**src/rtl/uartrx.sv**
```systemverilog
// UART receiver: 2-flop synchroniser, 16x oversampling, optional even parity, 1-2 checked stop bits.
// Define UARTRX_MAJORITY_EN to decide each bit by a 2-of-3 vote over phases 6/7/8.
module uartrx #(
  parameter int I_CLK_FRQ = 100_000_000,
  parameter int BAUD      = 9600,
  parameter int PARITY    = 0,
  parameter int FRAME     = 8,
  parameter int STOP      = 1
) (
  input  logic             i_clk,
  input  logic             i_rst,
  input  logic             i_rx,
  output logic [FRAME-1:0] o_data,
  output logic             o_valid,
  output logic             o_parity_err,
  output logic             o_frame_err,
  output logic             o_busy
);

  // state | meaning
  // IDLE  | waiting for a falling edge on rx_s
  // START | confirming the start bit at mid-bit
  // DATA  | shifting in FRAME data bits, LSB first
  // PAR   | checking the even-parity bit
  // STOP  | checking STOP stop bits, then publishing the character
  typedef enum logic [2:0] {S_IDLE, S_START, S_DATA, S_PAR, S_STOP} state_t;

  localparam int DIV   = I_CLK_FRQ / (BAUD * 16);
  localparam int DIV_W = (DIV > 1) ? $clog2(DIV) : 1;
  localparam int IDX_W = $clog2(FRAME + 1);
`ifdef UARTRX_MAJORITY_EN
  localparam logic [3:0] DEC_PH = 4'd8;
`else
  localparam logic [3:0] DEC_PH = 4'd7;
`endif

  state_t             state_q;
  logic [1:0]         sync_q;
  logic               rx_prev_q;
  logic [DIV_W-1:0]   div_q;
  logic [3:0]         ph_q;
  logic [IDX_W-1:0]   idx_q;
  logic               stop_cnt_q;
  logic [FRAME-1:0]   shift_q;
  logic               par_pend_q;
  logic               frm_pend_q;
  logic [FRAME-1:0]   data_q;
  logic               valid_q;
  logic               perr_q;
  logic               ferr_q;
  logic               busy_q;

  logic rx_s;
  logic tick;
  logic start_edge;
  logic decide;
  logic bit_s;

  assign rx_s       = sync_q[1];
  assign tick       = (div_q == DIV_W'(DIV - 1));
  assign start_edge = (state_q == S_IDLE) && !rx_s && rx_prev_q;
  assign decide     = tick && (ph_q == DEC_PH) && (state_q != S_IDLE);

  always_ff @(posedge i_clk) begin
    if (i_rst) begin
      sync_q    <= 2'b11;
      rx_prev_q <= 1'b1;
    end else begin
      sync_q    <= {sync_q[0], i_rx};
      rx_prev_q <= rx_s;
    end
  end

  // Divider restarts on the start edge so every tick is phase-locked to it.
  always_ff @(posedge i_clk) begin
    if (i_rst || start_edge || tick) div_q <= '0;
    else                             div_q <= div_q + DIV_W'(1);
  end

`ifdef UARTRX_MAJORITY_EN
  logic s6_q;
  logic s7_q;

  always_ff @(posedge i_clk) begin
    if (i_rst) begin
      s6_q <= 1'b1;
      s7_q <= 1'b1;
    end else if (tick) begin
      if (ph_q == 4'd6) s6_q <= rx_s;
      if (ph_q == 4'd7) s7_q <= rx_s;
    end
  end

  assign bit_s = (s6_q & s7_q) | (s6_q & rx_s) | (s7_q & rx_s);
`else
  assign bit_s = rx_s;
`endif

  // Phase runs freely from the start edge, so each decision lands mid-bit 16 ticks apart.
  always_ff @(posedge i_clk) begin
    if (i_rst) begin
      state_q    <= S_IDLE;
      ph_q       <= '0;
      idx_q      <= '0;
      stop_cnt_q <= 1'b0;
      shift_q    <= '0;
      par_pend_q <= 1'b0;
      frm_pend_q <= 1'b0;
      data_q     <= '0;
      valid_q    <= 1'b0;
      perr_q     <= 1'b0;
      ferr_q     <= 1'b0;
      busy_q     <= 1'b0;
    end else begin
      valid_q <= 1'b0;
      if (tick && state_q != S_IDLE) ph_q <= ph_q + 4'd1;
      case (state_q)
        S_IDLE: begin
          if (start_edge) begin
            state_q <= S_START;
            ph_q    <= '0;
            busy_q  <= 1'b1;
          end
        end
        S_START: begin
          if (decide) begin
            if (bit_s) begin
              state_q <= S_IDLE;
              busy_q  <= 1'b0;
            end else begin
              state_q    <= S_DATA;
              idx_q      <= '0;
              par_pend_q <= 1'b0;
              frm_pend_q <= 1'b0;
            end
          end
        end
        S_DATA: begin
          if (decide) begin
            shift_q[idx_q] <= bit_s;
            if (idx_q == IDX_W'(FRAME - 1)) begin
              state_q    <= (PARITY != 0) ? S_PAR : S_STOP;
              stop_cnt_q <= 1'b0;
            end else begin
              idx_q <= idx_q + IDX_W'(1);
            end
          end
        end
        S_PAR: begin
          if (decide) begin
            par_pend_q <= (bit_s != ^shift_q);
            state_q    <= S_STOP;
          end
        end
        S_STOP: begin
          if (decide) begin
            if (stop_cnt_q == 1'(STOP - 1)) begin
              state_q <= S_IDLE;
              busy_q  <= 1'b0;
              valid_q <= 1'b1;
              data_q  <= shift_q;
              perr_q  <= (PARITY != 0) && par_pend_q;
              ferr_q  <= frm_pend_q | ~bit_s;
            end else begin
              frm_pend_q <= frm_pend_q | ~bit_s;
              stop_cnt_q <= 1'b1;
            end
          end
        end
        default: begin
          state_q <= S_IDLE;
          busy_q  <= 1'b0;
        end
      endcase
    end
  end

  assign o_data       = data_q;
  assign o_valid      = valid_q;
  assign o_parity_err = perr_q;
  assign o_frame_err  = ferr_q;
  assign o_busy       = busy_q;

endmodule

```
**config.mk**
```make
export PLATFORM = sky130hd
export DESIGN_NAME = uartrx
export DESIGN_NICKNAME = d
export VERILOG_FILES = /design/src/rtl/uartrx.sv
export SDC_FILE = /design/constraint.sdc
export NUM_CORES = 1
export LEC_CHECK = 0
export CORE_ASPECT_RATIO = 1.2
export CORE_UTILIZATION = 40
export CTS_CLUSTER_DIAMETER = 60
export DETAILED_ROUTE_END_ITERATION = 8
export SYNTH_ARGS = -nofsm -noshare
export SYNTH_HDL_FRONTEND = slang
export SYNTH_SLANG_ARGS = --single-unit
```
**constraint.sdc**
```tcl
create_clock -name i_clk -period 2.8 [get_ports i_clk]
set_clock_uncertainty 0.05 [all_clocks]
set_input_delay 0.42 -clock i_clk [delete_from_list [all_inputs] [get_ports i_clk]]
set_output_delay 0.42 -clock i_clk [all_outputs]
set_load 0.03 [all_outputs]
```
==> run_1/final_congestion.png <==
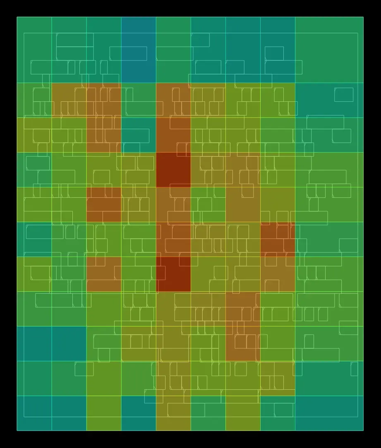
GRT met3 Usage: 4.17%
met2 usage: 29.8%
global-route usage over all layers: 17.6%
Final Util: 46.1%
met1 usage: 21.5%

==> run_1/density.png <==
The bar under the picture is 20 um long. 7 x 8 tiles, from dark blue (low) to red (high), 0 to 100% covered.
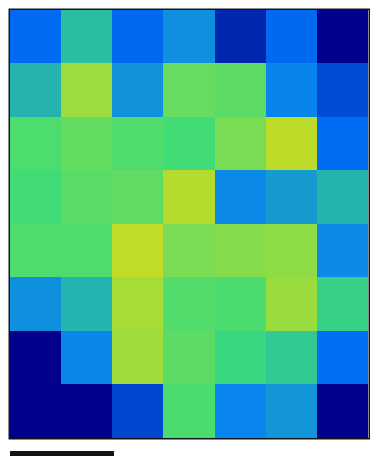
mean over tiles = 40%
fullest tile = 67%
emptiest ninth of the die = lower left

==> run_1/met2.png <==
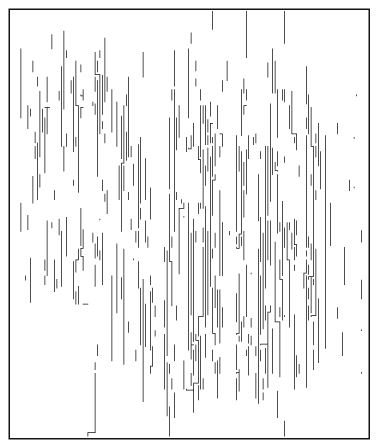
share of all routed wire = 49%
longest straight run = 40.8 um

==> reports/qor.csv, run 1 <==
metric;value;unit
num-fill-cells;521;
syn2layout_area_growth;8.90;%
dominant_cells;multi-input combinational cells;
first_global_vias;1535;
nonClkBufAreaFrac;6.56;%
hold_path_class;reg2reg;
flop_area;881;um^2
worst-path-buf-inv;0;
ys_sh_simple;31.4;%
swShare;23.8;%
largest_register_ffs;10;
holdPathEnd;sync_q[1];
rows;28;
slowest_stage;nand4_1;
hold_path_depth;1;
seq_power_share;59.5;%
crit_path_cell_trace;nor4b_4 > nand4_1 > nor3_2 > mux2_2;
mostFrequentLayoutCell;dfxtp_1;
power_leader;registers;
power_density;467;nW/um^2
root_buffer;clkbuf_8;
finalCritPeriodShare;78.4;%
hpwlAfterDp;2.93;mm
cp_max_fo;11;
die_y;82.1;um
met2_length;2.09;mm
regMostFlops;div_q;
grt_pass1_wl;7.38;mm
top_usage_layer;met2;
slowest_delay;0.51;ns
comb_area_share;48.2;%
clock_buffers;6;
fin_cells;310;
switchingPower;0.259;mW
rsz0062_at_grt;false;
vias_per_cell;5.53;
r2r-start;div_q[4];
fin_nets;258;
status;finished, final reports clean;
edf_count;0;
avgSynthCellArea;8.76;um^2
power.internal;0.828;mW
inv_count;5;
io_buffers;13;
topCellsByArea;dfxtp_1 41%, a21oi_1 5.9%, nand3_1 4.0%, nor2_1 3.3%, o21ai_0 3.0%;
yosysUniqueCellTypes;49;
ys_sh_aoi;13.2;%
num_tap_cells;60;
wl;4.24;mm
seq-power;0.647;mW
cts_sinks;44;
p_leak;0.742;nW
postPlaceCellArea;2250;um^2
vias;1713;
worst_setup_path_end_kind;register;
critPathKind;reg2reg;
fp_util;42.4;%
yosys_warnings;0;
dr_wl_met3;97;um
n_all_buffers;16;
wl_per_cell;13.7;um
seq_share;37.8;%
drive_above_1_share;9.60;%
ys.flops;44;
ant_nets;0;
ys_seq_share;41.2;%
ys_chip_area;2140;um^2
synth.top_cell.area_share;41.2;%
h-tree-depth;2;
hold_slack;0.361;ns
logic_gates;178;
drc;0;
arrival;2.33;ns
dr.pass1.iters;4;
setup_viol;0;
fmax;456;MHz
lay_top_cells;44 x dfxtp_1, 25 x a21oi_1, 19 x nor2_1, 17 x nand3_1, 14 x nand2_1;
reg2regPathDepth;4;
setup-tns-final;0;ns
xor_share;3.28;%
pwr-share-comb;6.0;%
syn_nets;252;
relSlewSlack;49.7;%
max_cap_violations;0;
grt_max_degree;24;
post-place-cells;303;
min_period;2.19;ns
insertion_delay;0.29;ns
seq_cell_count;44;
p_clk_share;34.5;%
pg_clk;0.375;mW
slew_viol_final;0;
drtIter0Drc;108;
dr.max_layer_used;met4;
clk_pin_slew;0.08;ns
wl_met1;1.98;mm
crit_start;div_q[4];
crit_required;2.93;ns
==> run_1/drive_strength.png <==
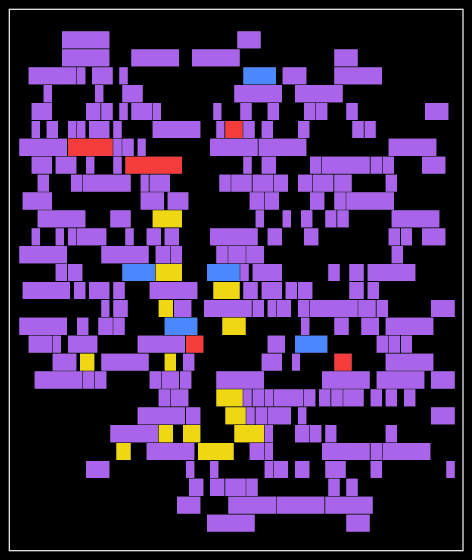

==> run 2, diff against run 1 <==
clock period = 2.25 ns   (was 2.8 ns; I/O delays follow)
==> run_2/drive_strength.png <==
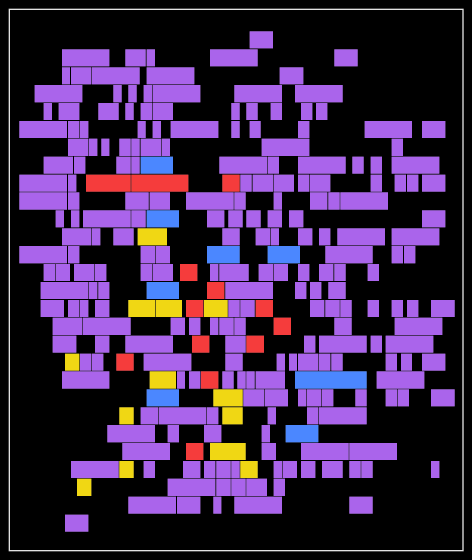
drive 2 -> yellow  # cells 13, most used or2_2
drive 6 and up -> blue  # cells 8, most used clkbuf_8
drive 3 to 4 -> red  # cells 13, most used buf_4
drive 1 or less -> purple  # cells 225, most used dfxtp_1

==> run 2 against run 1 <==
Compared with the run above: maximum frequency up 16%; sequential power up 24%; combinational power up 38%; critical endpoint is now shift_q[0]; critical path depth unchanged; non-clock buffer count up 8; synthesized cell count unchanged; largest power group unchanged; count of clock-buffer cells in the layout up 1; final cell count up 2.9%.
==> reports/qor.csv, run 2 <==
metric;value;unit
status;finished, final reports clean;
fin_nets;266;
track_usage;16.6;%
topCellsByArea;dfxtp_1 41%, a21oi_1 5.9%, nand3_1 4.0%, nor2_1 3.3%, o21ai_0 3.0%;
pwr-share-comb;5.8;%
regMostFlops;div_q;
syn2layout_area_growth;14.0;%
dp_worst_setup_slack;0.364;ns
yosys_warnings;0;
hold_path_depth;1;
r2r-start;state_q[1];
crit_path_cell_trace;or4b_1 > or3_1 > o31ai_1 > a21oi_1;
wl_per_cell;12.7;um
rows;28;
ant_nets;0;
synth.top_cell.area_share;41.2;%
mostFrequentLayoutCell;dfxtp_1;
p_clk_share;42.5;%
logic_gates;178;
yosysUniqueCellTypes;49;
hpwlAfterDp;2.87;mm
n_antenna_cell;0;
arrival;2.02;ns
dr_wl_met3;96;um
clkCellAreaFrac;5.19;%
switchingPower;0.332;mW
met1_usage;19.7;%
holdPathEnd;sync_q[1];
ys.flops;44;
top_usage_layer;met2;
root_buffer;clkbuf_8;
syn_nets;252;
seq_share;36.2;%
largest_register_ffs;10;
fin_area;2440;um^2
seq_cell_count;44;
endpoint;shift_q[0];
grt_pass1_wl;7.07;mm
fin_cells;319;
avgSynthCellArea;8.76;um^2
inv_count;5;
slowest_stage;or4b_1;
xor_share;3.28;%
seq_power_share;51.7;%
cp_max_fo;11;
critPathKind;reg2reg;
clock_buffers;7;
comb_area_share;46.1;%
grt_max_degree;20;
clk_pin_slew;0.08;ns
power_density;636;nW/um^2
hold_slack;0.362;ns
vias;1722;
crit_required;2.38;ns
num_tap_cells;60;
flop_area;881;um^2
met2_length;1.91;mm
drive_above_1_share;13.1;%
fp_util;42.4;%
total_power;1.55;mW
relSlewSlack;63.5;%
dr.pass1.iters;4;
drc;0;
power.internal;1.22;mW
first_global_vias;1620;
min_period;1.89;ns
edf_count;0;
drtIter0Drc;64;
insertion_delay;0.29;ns
worst_setup_path_end_kind;register;
swShare;21.5;%
n_all_buffers;24;
seq-power;0.801;mW
num-fill-cells;534;
cts_sinks;44;
ys_seq_share;41.2;%
wl;4.06;mm
gr-usage-met3;3.75;%
slew_viol_final;0;
finalCritPeriodShare;84.1;%
p_leak;0.805;nW
post-place-cells;311;
h-tree-depth;2;
r2r_setup_slack;0.36;ns
crit_start;state_q[1];
ys_chip_area;2140;um^2
fmax;529;MHz
ys_sh_simple;31.4;%
met2_usage;28.7;%
setup_viol;0;
vias_per_cell;5.40;
die_y;82.1;um
pg_clk;0.658;mW
hold_path_class;reg2reg;
cts_buffer_depth;2;
rsz0062_at_grt;false;
nonClkBufAreaFrac;8.73;%
finish.utilization;48.3;%
max_cap_violations;0;
lay_top_cells;44 x dfxtp_1, 25 x a21oi_1, 19 x nor2_1, 17 x nand3_1, 14 x nand2_1;
dr.max_layer_used;met4;
setup-tns-final;0;ns
ys_sh_aoi;13.2;%
slowest_delay;0.58;ns
wl_met1;2.00;mm
startpoint_type;register;
reg2regPathDepth;4;
power_leader;registers;
io_buffers;13;
postPlaceCellArea;2310;um^2
worst-path-buf-inv;0;
==> run_2/density.png <==
The bar under the picture is 20 um long. 7 x 8 tiles, from dark blue (low) to red (high), 0 to 100% covered.
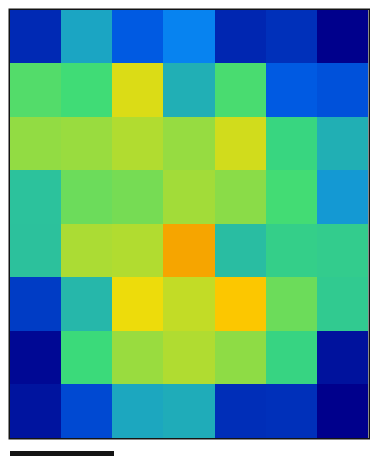

==> run 3, diff against run 2 <==
clock period = 1.9 ns   (was 2.25 ns; I/O delays follow)
==> run_3/density.png <==
The bar under the picture is 20 um long. 7 x 8 tiles, from dark blue (low) to red (high), 0 to 100% covered.
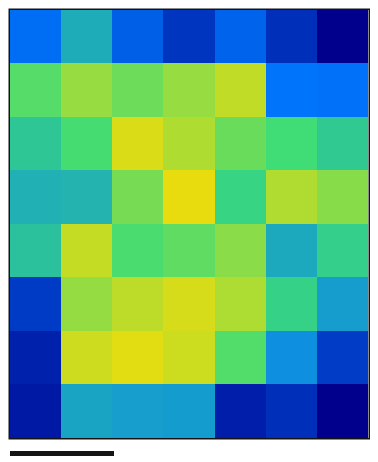
FP Util: 42.4%
Final Util: 49.1%
CORE AREA: 5040 um^2

==> run 3 against run 2 <==
Compared with the run above: non-clock buffer count up 11; count of clock-buffer cells in the layout is 1 lower; combinational power grew 41%; synthesized area unchanged; final cell count grew 3.1%; worst hold slack improved by 0.0084 ns; highest routed layer unchanged.
==> reports/qor.csv, run 3 <==
metric;value;unit
status;finished, final reports clean;
critPathKind;reg2reg;
seq_share;35.6;%
root_buffer;clkbuf_8;
mostFrequentLayoutCell;dfxtp_1;
cts_sinks;44;
seq_cell_count;44;
io_buffers;13;
pg_clk;0.556;mW
gr-usage-met3;4.44;%
gp_congestion;0.792;
yosys_warnings;0;
min_period;1.78;ns
hpwlAfterDp;3.22;mm
finalCritPeriodShare;93.6;%
vias;1783;
ys.flops;44;
die_y;82.1;um
synthTopCellsByCount;44 x dfxtp_1, 25 x a21oi_1, 19 x nor2_1;
setup-tns-final;0;ns
crit_required;2.04;ns
yosysCellCount;244;
syn2layout_area_growth;16.0;%
seq_power_share;58.1;%
peakVddDrop;0.293;mV
largest_register_ffs;10;
ys_chip_area;2140;um^2
top_usage_layer;met2;
crit_path_cell_trace;or4b_1 > or3_1 > o31ai_1 > a21oi_1;
mux_share;1.52;%
fin_nets;277;
warning_count;27;
slew_viol_final;0;
reg2regPathDepth;4;
flop_area;882;um^2
async_flop_share;0;%
first_global_vias;1720;
grt-ovfl-total;0;
startpoint_type;register;
r2r_setup_slack;0.12;ns
insertion_delay;0.30;ns
worst_r2r_endpoint;shift_q[0];
p_leak;0.844;nW
wl;4.39;mm
die_x;68.7;um
met2_length;2.10;mm
logic_gates;178;
p_clk_share;34.1;%
lay_top_cells;43 x dfxtp_1, 25 x a21oi_1, 21 x buf_4, 19 x nor2_1, 17 x nand3_1;
dr_wl_met3;103;um
dp_worst_setup_slack;0.125;ns
fmax;562;MHz
comb_area;1130;um^2
setup_viol;0;
comb_area_share;45.4;%
cts_setup_buffers;0;
avgSynthCellArea;8.76;um^2
cts_buffer_depth;2;
num_tap_cells;60;
dr.pass1.iters;4;
switchingPower;0.389;mW
cts_tree;built;
ant_nets;0;
total_power;1.63;mW
dominant_cells;multi-input combinational cells;
holdPathEnd;sync_q[1];
swShare;23.9;%
inv_count;5;
slowest_stage;or4b_1;
hold_path_class;reg2reg;
fin_area;2480;um^2
h-tree-depth;2;
post-place-cells;322;
track_usage;18.4;%
max_cap_violations;0;
num-fill-cells;501;
arrival;1.92;ns
drtIter0Drc;106;
clock_buffers;6;
synth.top_cell.area_share;41.2;%
top_area_cell;dfxtp_1;
endpoint;shift_q[0];
power.internal;1.24;mW
grt_max_degree;17;
rows;28;
n_all_buffers;35;
hold_slack;0.370;ns
clkCellAreaFrac;3.13;%
power_density;657;nW/um^2
xor_share;3.28;%
r2r-start;state_q[2];
antenna_found_initial;0;
pwr-share-comb;7.7;%
wl_per_cell;13.3;um
critical_path_cell_count;4;
wl_met1;2.11;mm
dr.max_layer_used;met4;
ys_sh_aoi;13.2;%
worst-path-buf-inv;0;
ys_seq_share;41.2;%
slowest_delay;0.58;ns
drc;0;
seq-power;0.946;mW
regMostFlops;div_q;
cp_max_fo;9;
nonClkBufAreaFrac;12.1;%
vias_per_cell;5.42;
grt_pass1_wl;7.80;mm
drive_above_1_share;17.1;%
met2_usage;29.8;%
synth.cell_area;2140;um^2
fin_cells;329;
n_antenna_cell;0;
topCellsByArea;dfxtp_1 41%, a21oi_1 5.9%, nand3_1 4.0%, nor2_1 3.3%, o21ai_0 3.0%;
syn_nets;252;
hold_path_depth;1;
postPlaceCellArea;2390;um^2
power_leader;registers;
hold_viol_final;0;
clk_pin_slew;0.08;ns
ys_sh_simple;31.4;%
cts_resized;0;
met1_usage;23.0;%
synth.most_common_cell;dfxtp_1;
rsz0062_at_grt;false;
ys.flop_type;dfxtp_1;
pin_count;15;
cts_made_buffers;5;
crit_start;state_q[2];
worst_setup_path_end_kind;register;
yosysUniqueCellTypes;49;
edf_count;0;
Power and IR drop assume default switching activity.
